### config.mk
export PLATFORM = sky130hd
export DESIGN_NAME = pwm_apb_regs
export DESIGN_NICKNAME = d
export VERILOG_FILES = /design/src/rtl/pwm_apb_regs.sv
export SDC_FILE = /design/constraint.sdc
export NUM_CORES = 1
export LEC_CHECK = 0
export ABC_AREA = 1
export CAP_MARGIN = 20
export CORE_MARGIN = 1.5
export CORE_UTILIZATION = 35
export DETAILED_ROUTE_END_ITERATION = 10
export HOLD_SLACK_MARGIN = 0.06
export PLACE_DENSITY = 0.63
export SYNTH_ARGS = -nofsm -noshare
export SYNTH_HDL_FRONTEND = slang
export SYNTH_SLANG_ARGS = --single-unit
### constraint.sdc
create_clock -name CLK -period 3.5 [get_ports CLK]
set_clock_uncertainty 0.05 [all_clocks]
set_input_delay 0.7 -clock CLK [delete_from_list [all_inputs] [get_ports CLK]]
set_output_delay 0.7 -clock CLK [all_outputs]
set_load 0.1 [all_outputs]
### src/rtl/pwm_apb_regs.sv
// APB3 register slave for the 4-channel PWM core: shadow registers,
// prescaler tick generator and tick-aligned shadow-to-active transfer.
module pwm_apb_regs #(
    parameter int ADDR_W = 8
) (
    input  logic              CLK,
    input  logic              RST_N,
    input  logic              PSEL,
    input  logic              PENABLE,
    input  logic              PWRITE,
    input  logic [ADDR_W-1:0] PADDR,
    input  logic [31:0]       PWDATA,
    output logic [31:0]       PRDATA,
    output logic              PREADY,
    output logic              PSLVERR,
    output logic              PWM_CLKE,
    output logic              PWM_EN0,
    output logic              PWM_EN1,
    output logic              PWM_EN2,
    output logic              PWM_EN3,
    output logic              PWM_INV0,
    output logic              PWM_INV1,
    output logic              PWM_INV2,
    output logic              PWM_INV3,
    output logic [15:0]       PWM_PERIOD0,
    output logic [15:0]       PWM_PERIOD1,
    output logic [15:0]       PWM_PERIOD2,
    output logic [15:0]       PWM_PERIOD3,
    output logic [15:0]       PWM_DUTY0,
    output logic [15:0]       PWM_DUTY1,
    output logic [15:0]       PWM_DUTY2,
    output logic [15:0]       PWM_DUTY3
);

    // Address split: region 0 is global control, regions 1..4 are channels 0..3
    logic [3:0]  region;
    logic [1:0]  sub;
    logic [1:0]  ch;
    logic        mapped;
    logic        access;
    logic        wr;
    logic        ctrl_wr;
    logic        upd_wr;
    logic        force_wr;
    logic        unused_bits;

    logic        presc_en;
    logic [15:0] presc;
    logic [15:0] cnt;
    logic        clke;
    logic        upd_pend;

    logic [3:0]  sh_en;
    logic [3:0]  sh_inv;
    logic [15:0] sh_period [4];
    logic [15:0] sh_duty   [4];
    logic [3:0]  act_en;
    logic [3:0]  act_inv;
    logic [15:0] act_period [4];
    logic [15:0] act_duty   [4];

    assign region   = PADDR[7:4];
    assign sub      = PADDR[3:2];
    assign ch       = region[1:0] - 2'd1;
    assign mapped   = (region <= 4'd4) && (sub != 2'd3);
    assign access   = PSEL & PENABLE;
    assign wr       = access & PWRITE & mapped;
    assign ctrl_wr  = wr && (region == 4'd0) && (sub == 2'd0);
    assign upd_wr   = ctrl_wr & PWDATA[1];
    assign force_wr = ctrl_wr & PWDATA[2];

    assign unused_bits = ^{PADDR, PWDATA};

    assign PREADY  = 1'b1;
    assign PSLVERR = access & ~mapped;

    // Software-visible control and shadow registers
    always_ff @(posedge CLK or negedge RST_N) begin
        if (!RST_N) begin
            presc_en  <= 1'b0;
            presc     <= '0;
            sh_en     <= '0;
            sh_inv    <= '0;
            sh_period <= '{default: '0};
            sh_duty   <= '{default: '0};
        end else if (wr) begin
            if (region == 4'd0) begin
                if (sub == 2'd0)
                    presc_en <= PWDATA[0];
                else if (sub == 2'd1)
                    presc <= PWDATA[15:0];
            end else begin
                case (sub)
                    2'd0: begin
                        sh_en[ch]  <= PWDATA[0];
                        sh_inv[ch] <= PWDATA[1];
                    end
                    2'd1:    sh_period[ch] <= PWDATA[15:0];
                    2'd2:    sh_duty[ch]   <= PWDATA[15:0];
                    default: ;
                endcase
            end
        end
    end

    // Prescaler: >= compare so a smaller PRESC wraps immediately
    always_ff @(posedge CLK or negedge RST_N) begin
        if (!RST_N) begin
            cnt  <= '0;
            clke <= 1'b0;
        end else if (!presc_en) begin
            cnt  <= '0;
            clke <= 1'b0;
        end else if (cnt >= presc) begin
            cnt  <= '0;
            clke <= 1'b1;
        end else begin
            cnt  <= cnt + 16'd1;
            clke <= 1'b0;
        end
    end

    // Update engine: FORCE loads now, UPDATE waits for a registered tick.
    // Pending is tested before the new write, so an UPDATE landing on a tick
    // only arms the transfer for the following tick.
    always_ff @(posedge CLK or negedge RST_N) begin
        if (!RST_N) begin
            upd_pend   <= 1'b0;
            act_en     <= '0;
            act_inv    <= '0;
            act_period <= '{default: '0};
            act_duty   <= '{default: '0};
        end else begin
            if (force_wr || (upd_pend && clke)) begin
                act_en     <= sh_en;
                act_inv    <= sh_inv;
                act_period <= sh_period;
                act_duty   <= sh_duty;
            end
            if (force_wr)
                upd_pend <= 1'b0;
            else if (upd_pend) begin
                if (clke)
                    upd_pend <= 1'b0;
            end else if (upd_wr)
                upd_pend <= 1'b1;
        end
    end

    // Read mux: shadows only, zero for unmapped or idle bus
    always_comb begin
        PRDATA = '0;
        if (PSEL && mapped) begin
            if (region == 4'd0) begin
                case (sub)
                    2'd0:    PRDATA = {29'd0, 1'b0, upd_pend, presc_en};
                    2'd1:    PRDATA = {16'd0, presc};
                    2'd2:    PRDATA = {31'd0, upd_pend};
                    default: PRDATA = '0;
                endcase
            end else begin
                case (sub)
                    2'd0:    PRDATA = {30'd0, sh_inv[ch], sh_en[ch]};
                    2'd1:    PRDATA = {16'd0, sh_period[ch]};
                    2'd2:    PRDATA = {16'd0, sh_duty[ch]};
                    default: PRDATA = '0;
                endcase
            end
        end
    end

    assign PWM_CLKE    = clke;
    assign PWM_EN0     = act_en[0];
    assign PWM_EN1     = act_en[1];
    assign PWM_EN2     = act_en[2];
    assign PWM_EN3     = act_en[3];
    assign PWM_INV0    = act_inv[0];
    assign PWM_INV1    = act_inv[1];
    assign PWM_INV2    = act_inv[2];
    assign PWM_INV3    = act_inv[3];
    assign PWM_PERIOD0 = act_period[0];
    assign PWM_PERIOD1 = act_period[1];
    assign PWM_PERIOD2 = act_period[2];
    assign PWM_PERIOD3 = act_period[3];
    assign PWM_DUTY0   = act_duty[0];
    assign PWM_DUTY1   = act_duty[1];
    assign PWM_DUTY2   = act_duty[2];
    assign PWM_DUTY3   = act_duty[3];

endmodule

**Run 1: clock routing**

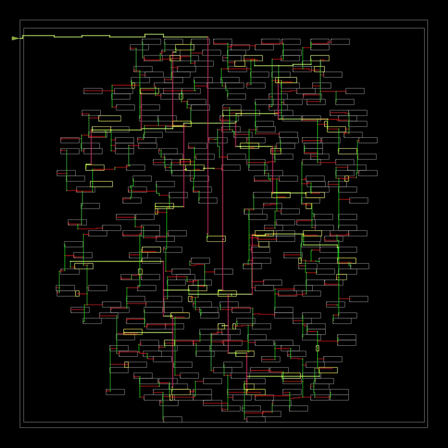
worst-skew pair later-pin latency: 0.58 ns
total CTS buffers: 31
CLK BUF: 48
flip-flops: 307

**Run 1: M4 wires**

Bar = 50 um. Cells faint in the background.
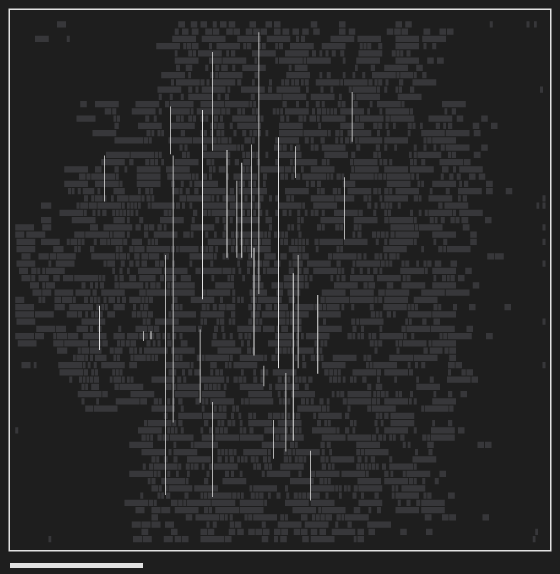
longest straight run: 100 um
main direction: vertical
wire length on this layer: 1,040 um
share of all routed wire: 2.4%
nets with wire on the layer: 18
via count: 11,960
WL final: 44,100 um

==> flow_summary.yaml, run 1 <==
# yosys + openroad results
outcome:
  outcome: "finished clean"
drt:
  first_pass_iters: 5
  wl_per_cell_um: 18.64
  drtIter0Drc: 1232
  ant_nets: 0
die:
  core_area_um2: 39010
clocking:
  cts_root_buf: "clkbuf_16"
  clock_sinks: 307
  cts_resized: 18
  cts_hold_buf: 0
  cts_tree: "yes"
yosys:
  syn-cell-area_um2: 13940
  synth_seq_share: 0.5510
  synth.cellmix.compoundShare: 0.09512
  edf_count: 0
  yosys_area_um2: 13940
  ys_sh_mux: 0
  yosys_cells: 1682
final_timing:
  fin_hold_ws_ns: 0.05288
  rsz0062_at_grt: "false"
  hold_viol_final: 0
  fmax_ghz: 0.3001
  slew_viol_final: 0
  slew_headroom: 0.4343
  fin_tns_setup_ns: 0
global_routing:
  grt_pass1_vias: 11420
  grt_max_degree: 122
critical_path:
  slowest_delay_ns: 0.50
  critical_path_class: "input port to primary output"
  crit_family: "buffers and inverters"
  crit_chain: "clkdlybuf4s50_1, inv_1, nand2_1, inv_1, buf_4, nand2_1, nand3_1, nand2_1, nor2_4, buf_12"
  path_max_fanout: 14
power:
  power_clock_mw: 3.37
  seq_power_mw: 3.70
  top_power_group: "registers"
final_layout:
  stdcell_count: 2366
  mostFrequentLayoutCell: "nand2_1"
  top_regs: "sh_duty (64), sh_period (64)"
flow_run:
  max_cap_violations: 0
  warnings: 52
placement:
  globalplace.congestion: 0.8973
  place_ws_ns: -0.1318
**Run 1: cell sizes after repair**

Bar = 50 um.
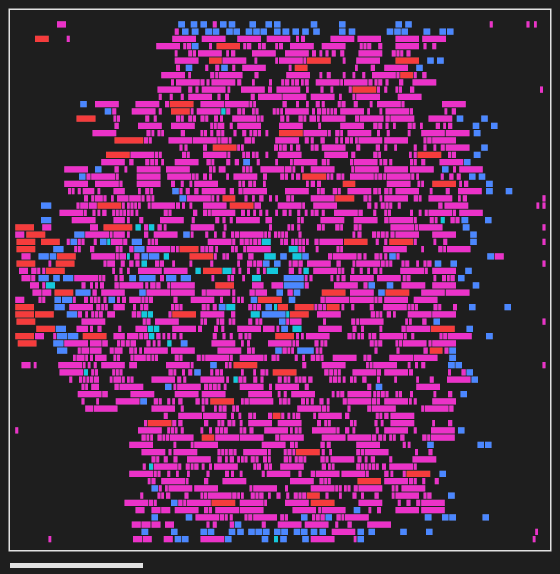
legend:
  _6 and larger:
    colour: red
    cells: 71
    share: 3.8%
  _0 and _1 cells:
    colour: magenta
    cells: 1,556
    share: 84%
  _3 and _4 cells:
    colour: blue
    cells: 187
    share: 10%
  _2 cells:
    colour: cyan
    cells: 33
    share: 1.8%
Design Area, Final: 17,280 um2
synthesis-to-finish area growth: 23.93%

==> run 1: routing by layer <==
| metal | up-vias | share of wire | routed length (um) | global-route usage |
|---|---|---|---|---|
| li1 | 5668 | - | - | - |
| met1 | 5784 | 0.45 | 20010 | 0.3098 |
| met2 | 438 | 0.45 | 19720 | 0.3253 |
| met3 | 65 | 0.075 | 3326 | 0.03820 |
| met4 | 0 | 0.024 | 1043 | 0.06005 |
| met5 | - | 0 | 0 | 0 |
==> run 1: cells in the mapped netlist, types with 4 or more instances <==
cell / n / area (um2)
xor2_1: 8 / 70.07
inv_1: 69 / 259.0
nand4_1: 12 / 75.07
nor2_1: 178 / 668.1
o21ai_1: 18 / 90.09
xnor2_1: 5 / 43.79
o21ai_0: 206 / 1031
nand2_1: 536 / 2012
nand3_1: 148 / 740.7
clkbuf_1: 54 / 202.7
o211ai_1: 8 / 60.06
buf_4: 19 / 142.6
dfrtp_1: 307 / 7682
buf_2: 34 / 170.2
buf_1: 4 / 15.01
ha_1: 22 / 275.3
a21oi_1: 25 / 125.1
buf_6: 10 / 112.6
==> run 1: final cells by class <==
class	count	area, um2
well taps	518	648.1
clock buffers	48	929.6
inverters	72	270.3
multi-input cells	1197	5645
fillers	3799	21730
clock inverters	10	106.4
flip-flops and latches	307	7682
diodes	1	2.502
repair buffers	213	1996
==> run 1: worst paths after layout <==
path                                from              end  slack [ns]  cells past startpoint
setup / recovery                PADDR[2]       PRDATA[13]        0.17                     10
hold / removal                     RST_N        act_en[0]        0.05                      1
setup reg to reg                PWM_CLKE  PWM_PERIOD3[10]        1.40                      4
hold reg to reg            sh_period[17]    sh_period[17]        0.44                      2
max in group asynchronous          RST_N     PWM_DUTY0[4]        2.43                      2
min in group CLK           sh_period[17]    sh_period[17]        0.44                      2
**Run 1: M2 wires**

Cells faint in the background.
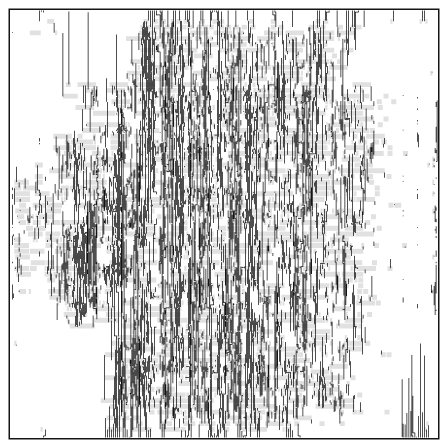

==> run 2, diff against run 1 <==
--- a/config.mk
+++ b/config.mk
@@ -8,10 +8,10 @@
 export ABC_AREA = 1
 export CAP_MARGIN = 20
 export CORE_MARGIN = 1.5
-export CORE_UTILIZATION = 35
+export CORE_UTILIZATION = 54
 export DETAILED_ROUTE_END_ITERATION = 10
 export HOLD_SLACK_MARGIN = 0.06
-export PLACE_DENSITY = 0.63
+export PLACE_DENSITY = 0.87
 export SYNTH_ARGS = -nofsm -noshare
 export SYNTH_HDL_FRONTEND = slang
 export SYNTH_SLANG_ARGS = --single-unit
**Run 2: M2 wires**

Cells faint in the background.
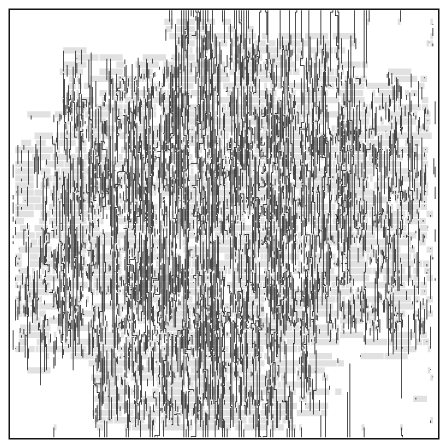
nets with wire on the layer: 1,569
main direction: vertical
WL final: 41,140 um
via count: 12,700
grt met2 use: 0.4848

**Run 2: M4 wires**

Bar = 50 um. Cells faint in the background.
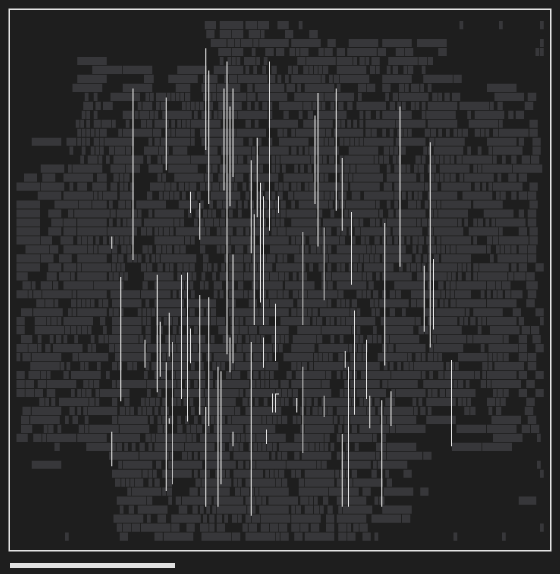
share of all routed wire: 4.4%
nets with wire on the layer: 55
main direction: vertical

**Run 2: signal wires by layer**

Two of the layers only.
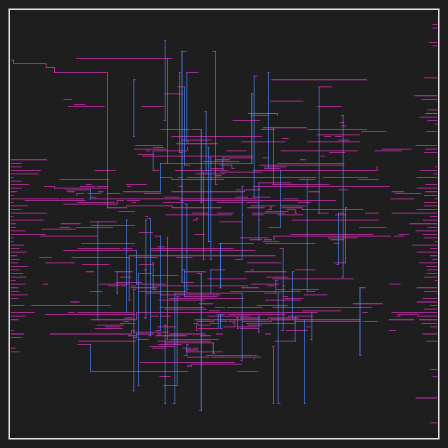
legend:
  metal 4:
    colour: blue
    wire_length: 1,800 um
  metal 3:
    colour: magenta
    wire_length: 4,330 um
GRT Util Overall: 0.3078
WL/cell: 18.88 um

==> flow_summary.yaml, run 2 <==
# yosys + openroad results
final_layout:
  mostFrequentLayoutCell: "nand2_1"
  stdcell_count: 2179
  fillers: 1912
  syn2layout_area_growth_pct: 21.95
  top_regs: "sh_duty (64), sh_period (64)"
  n_antenna_cell: 0
  utilization: 0.6733
  design_area_um2: 17000
final_timing:
  worst_slew_pin_slew_ns: 0.9672
  fmax_ghz: 0.2900
  fin_hold_ws_ns: 0.1787
  slew_viol_final: 0
  fin_tns_setup_ns: 0
  period_minus_slack_ns: 3.449
  slew_headroom: 0.3532
  rsz0062_at_grt: "false"
  hold_viol_final: 0
clocking:
  clkTransAtPathRegs_ns: 0.06
  cts_tree: "yes"
  numCtsBuffers: 30
  cts_hold_buf: 0
  cts_root_buf: "clkbuf_16"
  clock_sinks: 307
  insertion_delay_ns: 0.55
die:
  num_io_pins: 216
  fp.dieH_um: 163.7
  core_area_um2: 25250
critical_path:
  path_max_fanout: 12
  end_kind: "primary output"
  reg2reg_depth: 10
  r2r-end: "cnt[7]"
  critical_path_class: "input port to primary output"
  worstSetupStartpoint: "PADDR[5]"
  worstReg2RegStart: "cnt[3]"
  start_kind: "input port"
  worstSetupEndpoint: "PRDATA[7]"
  reg2reg_slack_ns: 1.46
flow_run:
  warnings: 51
  max_cap_violations: 0
power:
  netSwitchingPower_mw: 1.984
  pwr_density_cell_nw_per_um2: 461.0
  p_int_mw: 5.855
  p_comb_mw: 0.713
  top_power_group: "registers"
  seq_power_mw: 3.71
  combPwrFrac: 0.091
  power_clock_mw: 3.42
yosys:
  ys_warn_count: 0
  yosysTopAreaCell: "dfrtp_1"
  top_cell: "nand2_1"
  common_cells: "nand2_1, dfrtp_1, o21ai_0"
  async_flop_share: 1.000
  topCellsByArea: "dfrtp_1, nand2_1, o21ai_0"
  edf_count: 0
  syn-cell-area_um2: 13940
  yosys_cells: 1682
  synth_seq_share: 0.5510
  yosys_area_um2: 13940
  synth_top_area_share: 0.5510
  synthesis.instances: 1682
drt:
  first_pass_iters: 7
  ant_nets: 0
  viasPerCell: 5.826
  drtIter0Drc: 1917
  remaining_drc_errors: 0
global_routing:
  grt_pass1_vias: 12100
  grt_max_degree: 115
hold_path:
  holdCritPathClass: "input port to async pin"
placement:
  placedInstanceArea_um2: 15950
  globalplace.congestion: 0.9828
  place_ws_ns: -0.1757
outcome:
  outcome: "finished clean"
-- run 2: netlist changes by cell type in the layout (fill, tap and decap cells not counted), sizes merged, moves of 2 or more --
| cell | before | now |
|---|---|---|
| bufinv | 2 | 5 |
| clkdlybuf4s50 | 23 | 25 |
| buf | 189 | 192 |
| clkinv | 7 | 11 |
| clkbuf | 48 | 38 |
-- run 2: area by class of cell --
| type | count | area (um2) | share of cell area |
|---|---|---|---|
| sequential | 307 | 7682 | 0.4518 |
| multi-input combinational | 1197 | 5560 | 0.3270 |
| timing repair buffer | 218 | 2031 | 0.1194 |
| clock buffer | 38 | 832.0 | 0.04893 |
| tap | 330 | 412.9 | 0.02428 |
| inverter | 72 | 270.3 | 0.01589 |
| clock inverter | 17 | 215.2 | 0.01266 |
-- run 2: worst max-delay path: stages --
cell           delay [ns]
dlygate4sd2_1        0.27
inv_1                0.12
ha_4                 0.30
inv_1                0.10
buf_4                0.20
nor2_1               0.14
o21ai_0              0.14
nand2_1              0.15
nand2_1              0.06
nand3_1              0.08
nand2_1              0.11
nor2_4               0.15
buf_12               0.18
-- run 2: metal layers --
layer  global-route usage  share of wire  up-vias
met2               0.4848           0.46      826
met4               0.1281          0.044        0
met1               0.4258           0.39     6064
li1                     -              -     5661
met5                    0              0        -
met3              0.05051           0.11      144
-- run 2: logic make-up after synthesis --
kind of cell	count (synthesis)	share of synthesized area
compound gates	260	0.09512
xor+xnor	13	0.008166
fa+ha+maj	22	0.01974
buf+inv	193	0.06551
flops	307	0.5510
other cells	2	0.0005386
simple gates	885	0.2600
-- run 2: what timing repair did --
| item | 4_1_cts | 5_1_grt |
|---|---|---|
| cloned | 0 | 0 |
| pin swaps | 1 | 1 |
| gates resized | 2 | 0 |
| setup endpoints to repair | 16 | 1 |
| buffers inserted | 0 | 0 |
Power is estimated from default activity; no workload was simulated.
